[src/rtl/hazard_flush_ctrl.sv]
// hazard_flush_ctrl: pipeline hazard and flush controller.
// Handles taken-branch flushes, load-use bubbles, data-memory wait states
// and a sticky memory-timeout fault. Stage-register enables and flush
// requests are combinational from the current state and inputs; the state,
// counters and fault flag are registered.
// Optional build macro HAZARD_PERF_CNT_EN adds saturating StallCount and
// FlushCount outputs.
module hazard_flush_ctrl #(
    parameter int unsigned LU_STALL_CYCLES = 1,
    parameter int unsigned MEM_TIMEOUT     = 15
) (
    input  logic       Clk,
    input  logic       Reset,
    input  logic [4:0] ID_Rs,
    input  logic [4:0] ID_Rt,
    input  logic       ID_UsesRt,
    input  logic       EX_MemRead,
    input  logic [4:0] EX_WriteReg,
    input  logic [1:0] MEM_BranchType,
    input  logic       MEM_Zero,
    input  logic       MEM_Sign,
    input  logic       MEM_MemRead,
    input  logic       MEM_MemWre,
    input  logic       MemReady,
    output logic       PCWre,
    output logic       IF_ID_Wre,
    output logic       ID_EX_Wre,
    output logic       EX_MEM_Wre,
    output logic       IF_ID_Flush,
    output logic       ID_EX_Flush,
    output logic       EX_MEM_Flush,
    output logic       PCSrcBranch,
    output logic       MemTimeout,
    output logic [1:0] State
`ifdef HAZARD_PERF_CNT_EN
    ,
    output logic [15:0] StallCount,
    output logic [15:0] FlushCount
`endif
);

    typedef enum logic [1:0] {
        ST_RUN      = 2'b00,
        ST_LU_STALL = 2'b01,
        ST_MEM_WAIT = 2'b10,
        ST_FAULT    = 2'b11
    } state_e;

    localparam logic [2:0] LU_RELOAD = 3'(LU_STALL_CYCLES - 1);
    // The RUN cycle that detects the busy access already counts as wait
    // cycle 1, so the fault fires once the count of elapsed wait cycles
    // reaches MEM_TIMEOUT-1 inside MEM_WAIT.
    localparam logic [7:0] WAIT_LAST = 8'(MEM_TIMEOUT - 1);

    state_e     state_q, state_d;
    logic [7:0] wait_cnt_q, wait_cnt_d;
    logic [2:0] stall_cnt_q, stall_cnt_d;
    logic       mem_timeout_q, mem_timeout_d;

    logic taken;
    logic load_use;
    logic mem_busy;

    // Branch resolution from the flags registered into MEM
    always_comb begin
        taken = 1'b0;
        case (MEM_BranchType)
            2'b01:   taken = MEM_Zero;
            2'b10:   taken = !MEM_Zero;
            2'b11:   taken = MEM_Sign;
            default: taken = 1'b0;
        endcase
    end

    // Hazard detection: load-use against ID sources, and outstanding memory access
    always_comb begin
        load_use = EX_MemRead && (EX_WriteReg != '0) &&
                   ((EX_WriteReg == ID_Rs) || (ID_UsesRt && (EX_WriteReg == ID_Rt)));
        mem_busy = (MEM_MemRead || MEM_MemWre) && !MemReady;
    end

    // Next-state, counter and output decode
    always_comb begin
        state_d       = state_q;
        wait_cnt_d    = wait_cnt_q;
        stall_cnt_d   = stall_cnt_q;
        mem_timeout_d = mem_timeout_q;
        PCWre         = 1'b1;
        IF_ID_Wre     = 1'b1;
        ID_EX_Wre     = 1'b1;
        EX_MEM_Wre    = 1'b1;
        IF_ID_Flush   = 1'b0;
        ID_EX_Flush   = 1'b0;
        EX_MEM_Flush  = 1'b0;
        PCSrcBranch   = 1'b0;

        if (Reset) begin
            state_d       = ST_RUN;
            wait_cnt_d    = '0;
            stall_cnt_d   = '0;
            mem_timeout_d = 1'b0;
            PCWre         = 1'b0;
            IF_ID_Wre     = 1'b0;
            ID_EX_Wre     = 1'b0;
            EX_MEM_Wre    = 1'b0;
            IF_ID_Flush   = 1'b1;
            ID_EX_Flush   = 1'b1;
            EX_MEM_Flush  = 1'b1;
        end else begin
            case (state_q)
                ST_RUN: begin
                    if (taken) begin
                        PCSrcBranch  = 1'b1;
                        IF_ID_Flush  = 1'b1;
                        ID_EX_Flush  = 1'b1;
                        EX_MEM_Flush = 1'b1;
                    end else if (mem_busy) begin
                        PCWre      = 1'b0;
                        IF_ID_Wre  = 1'b0;
                        ID_EX_Wre  = 1'b0;
                        EX_MEM_Wre = 1'b0;
                        wait_cnt_d = 8'd1;
                        state_d    = ST_MEM_WAIT;
                    end else if (load_use) begin
                        PCWre       = 1'b0;
                        IF_ID_Wre   = 1'b0;
                        ID_EX_Flush = 1'b1;
                        stall_cnt_d = LU_RELOAD;
                        if (LU_STALL_CYCLES > 1) begin
                            state_d = ST_LU_STALL;
                        end
                    end
                end
                ST_LU_STALL: begin
                    PCWre       = 1'b0;
                    IF_ID_Wre   = 1'b0;
                    ID_EX_Flush = 1'b1;
                    if (stall_cnt_q <= 3'd1) begin
                        stall_cnt_d = '0;
                        state_d     = ST_RUN;
                    end else begin
                        stall_cnt_d = stall_cnt_q - 3'd1;
                    end
                end
                ST_MEM_WAIT: begin
                    if (mem_busy) begin
                        PCWre      = 1'b0;
                        IF_ID_Wre  = 1'b0;
                        ID_EX_Wre  = 1'b0;
                        EX_MEM_Wre = 1'b0;
                        if (wait_cnt_q >= WAIT_LAST) begin
                            state_d       = ST_FAULT;
                            mem_timeout_d = 1'b1;
                        end else begin
                            wait_cnt_d = wait_cnt_q + 8'd1;
                        end
                    end else begin
                        wait_cnt_d = '0;
                        state_d    = ST_RUN;
                    end
                end
                ST_FAULT: begin
                    PCWre         = 1'b0;
                    IF_ID_Wre     = 1'b0;
                    ID_EX_Wre     = 1'b0;
                    EX_MEM_Wre    = 1'b0;
                    mem_timeout_d = 1'b1;
                end
                default: begin
                    state_d = ST_RUN;
                end
            endcase
        end
    end

    // State, counters and fault flag registers
    always_ff @(posedge Clk) begin
        state_q       <= state_d;
        wait_cnt_q    <= wait_cnt_d;
        stall_cnt_q   <= stall_cnt_d;
        mem_timeout_q <= mem_timeout_d;
    end

    assign State      = state_q;
    assign MemTimeout = mem_timeout_q;

`ifdef HAZARD_PERF_CNT_EN
    logic [15:0] stall_count_q, stall_count_d;
    logic [15:0] flush_count_q, flush_count_d;

    // Saturating performance counters for stall and taken-branch cycles
    always_comb begin
        stall_count_d = stall_count_q;
        flush_count_d = flush_count_q;
        if (Reset) begin
            stall_count_d = '0;
            flush_count_d = '0;
        end else begin
            if (!PCWre && (stall_count_q != '1)) begin
                stall_count_d = stall_count_q + 16'd1;
            end
            if (taken && (flush_count_q != '1)) begin
                flush_count_d = flush_count_q + 16'd1;
            end
        end
    end

    // Performance counter registers
    always_ff @(posedge Clk) begin
        stall_count_q <= stall_count_d;
        flush_count_q <= flush_count_d;
    end

    assign StallCount = stall_count_q;
    assign FlushCount = flush_count_q;
`endif

endmodule

[config.mk]
export PLATFORM = sky130hd
export DESIGN_NAME = hazard_flush_ctrl
export DESIGN_NICKNAME = d
export VERILOG_FILES = /design/src/rtl/hazard_flush_ctrl.sv
export SDC_FILE = /design/constraint.sdc
export NUM_CORES = 1
export LEC_CHECK = 0
export CAP_MARGIN = 10
export CORE_MARGIN = 1.5
export CORE_UTILIZATION = 45
export DETAILED_ROUTE_END_ITERATION = 6
export GPL_ROUTABILITY_DRIVEN = 0
export PLACE_DENSITY = 0.86
export SETUP_SLACK_MARGIN = 0.02
export SLEW_MARGIN = 20
export SYNTH_ARGS = -nofsm -noshare
export SYNTH_HDL_FRONTEND = slang
export SYNTH_SLANG_ARGS = --single-unit
[constraint.sdc]
create_clock -name Clk -period 2.15 [get_ports Clk]
set_input_delay 0.43 -clock Clk [delete_from_list [all_inputs] [get_ports Clk]]
set_output_delay 0.43 -clock Clk [all_outputs]
set_load 0.1 [all_outputs]
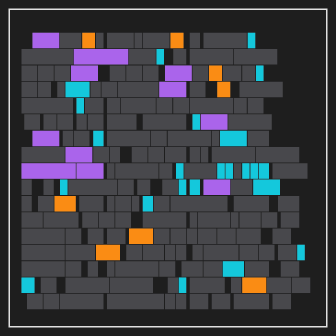
Figure 1: gate-type map.
AND and OR gates: in orange, cells 8, most used and3_1. adder and majority cells: in purple, cells 11, most used ha_1. NOR gates: in cyan, cells 23, most used nor2_1.
number of non-filler instances in the completed layout: 218
Top cell excl fill/tap: buf_4

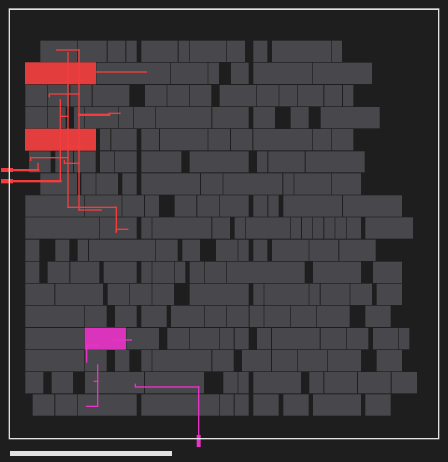
Figure 2: nets reached from selected ports.
Scale bar: 20 µm.
EX_MEM_Flush: in magenta, bits 1, direction output, end cells 1, buffers 2, wire 26.8 µm. State: in red, bits 2, direction output, end cells 2, buffers 2, wire 101 µm.
Top Ports: 37
number of input and output port buffers inserted: 36

state kept, by name (all words and copies together), names as in the netlist:
register     count
wait_cnt_q       8
stall_cnt_q      3
State            2
MemTimeout       1
final timing paths:
kind,to,startpoint,slack (ns)
setup / recovery,PCWre,EX_WriteReg[2],-0.26
hold / removal,wait_cnt_q[6],wait_cnt_q[6],0.48
setup reg to reg,wait_cnt_q[1],wait_cnt_q[0],0.11
hold reg to reg,wait_cnt_q[6],wait_cnt_q[6],0.48
where the power goes:
| part | internal (W) | leakage, nW | switching (W) | total, W |
|---|---|---|---|---|
| sequential | 0.000270 | 0.115 | 0.0000183 | 0.000289 |
| clock | 0.000103 | 0.0210 | 0.0000918 | 0.000195 |
| combinational | 0.000248 | 0.718 | 0.000358 | 0.000606 |
worst max-delay path: cells and delay by family:
| family | cells | cell delay (ns) |
|---|---|---|
| and+or+nand+nor | 1 | 0.54 |
| AOI/OAI and AO/OA | 3 | 0.68 |
| buffers and inverters | 2 | 0.32 |
Yosys cell counts (2+ instances only):
cell type | count | area (µm²)
a31oi_1 | 4 | 25.0
and3_1 | 3 | 18.8
inv_1 | 11 | 41.3
buf_4 | 3 | 22.5
a21oi_1 | 6 | 30.0
nor2_1 | 16 | 60.1
o21ai_0 | 2 | 10.0
a211oi_1 | 5 | 37.5
ha_1 | 11 | 138
o21ba_2 | 3 | 30.0
dfxtp_1 | 14 | 280
nor3_1 | 5 | 25.0
nand2_1 | 4 | 15.0
a311oi_1 | 2 | 17.5
xor2_1 | 9 | 78.8
mux2_4 | 2 | 30.0
metal layers:
layer | vias up | track usage, % | wire length (µm)
li1 | 582 | - | -
met1 | 609 | 32.6 | 1450
met2 | 64 | 54.8 | 2020
met3 | 21 | 6.57 | 260
met4 | 0 | 12.8 | 166
met5 | - | 0 | 0
cell families (layout without fill, tap and decap cells):
family	Yosys count	in the layout	share of synthesized area (%)
multiplexers	3	3	3.60
AND/OR/NAND/NOR	39	39	18.6
flip-flops	14	14	25.2
XOR/XNOR	10	10	7.88
buffers and inverters	15	77	6.08
adder cells (fa/ha/maj)	11	11	12.4
AND-OR/OR-AND	36	36	26.2
stage by stage:
step                cells  hold WS (ns)  setup TNS [ns]  power [W]
floorplan             128         0.428           -1.52   0.000649
global placement      203         0.440           -3.12   0.000820
detailed placement    203         0.461           -4.15   0.000831
CTS                   212         0.475          -0.843    0.00103
global route          218         0.504          -0.951    0.00113
finish                218         0.476          -0.747    0.00109
area by class of cell:
type	count	area [µm²]
well taps	28	35.0
flip-flops and latches	14	288
repair buffers	62	586
multi-input cells	99	931
clock buffers	4	36.3
fillers	97	354
inverters	11	46.3
what timing repair did:
| item | in CTS | in global routing |
|---|---|---|
| endpoints found under the setup margin | 8 | 13 |
| pin swaps | 19 | 19 |
| resized | 41 | 28 |
| setup buffers | 5 | 6 |
==> reports/qor.txt <==
initial standard-cell utilization of the core -> 48.8%
maximum fanout along the worst path -> 3
growth of design area from synthesis to finish -> 73.0%
number of antenna violations at the first check in global routing -> 0
unrepaired setup endpoints after global routing -> yes
overall fraction of global-route tracks in use -> 30.0%
type of the worst setup path -> in -> out
post-route worst setup slack -> -0.259 ns
Cell Rows -> 17
clock insertion delay at the later pin of the skew report -> 0.29 ns
final setup violation count -> 3
most common logic cells in the final layout -> 28 x buf_4, 14 x nor2_1, 12 x dfxtp_1, 9 x inv_1, 9 x ha_1
worst hold path depth -> 2
skew final -> 0.00993 ns
Die X-Extent -> 52.7 µm
Unique cell types -> 44
post-route fraction of the period consumed by the critical path -> 112%
final wirelength -> 3.89 mm
pwr dens -> 567 mW/mm²
Relative slew margins -> 71.9%
Initial DRT Pass Iterations -> 4
buffer type at the clock tree root -> clkbuf_4
Max Slew Vio Count -> 0
peak ir drop on the vdd network -> 0.000572 V
slew at the pin closest to its max-slew limit -> 0.419 ns
type of the tightest min-delay check -> reg -> reg
number of levels in the clock H-tree -> 1
Yosys warning total -> 0
CTS hold repair buffers -> 0
number of antenna diodes -> 0
failing checks -> setup timing
net count of the mapped netlist -> 165
status -> finished, violations left
HPWL after DPL -> 2.43 mm
CTS buffer count -> 3
cells traversed along the worst timing path -> buf_6, or4_4, o21ai_4, o21ai_2, a311oi_4, buf_12
vias -> 1276
overall die area -> 0.00278 mm²
count of unresolved DRC violations after routing -> 0
height of the die -> 52.7 µm
kind of end point of the critical path -> output pin
f_max -> 415 MHz
startpoint class of the critical path -> input pin
synthesis area per yosys -> 0.00111 mm²
clock slew seen by the registers of the worst setup and hold paths -> 0.10 ns
Final Util -> 84.4%
Tmin final -> 2.41 ns
vias in the first global route -> 1355
CTS tree -> done
No activity file was given, so power comes from the tool's default toggle rates.
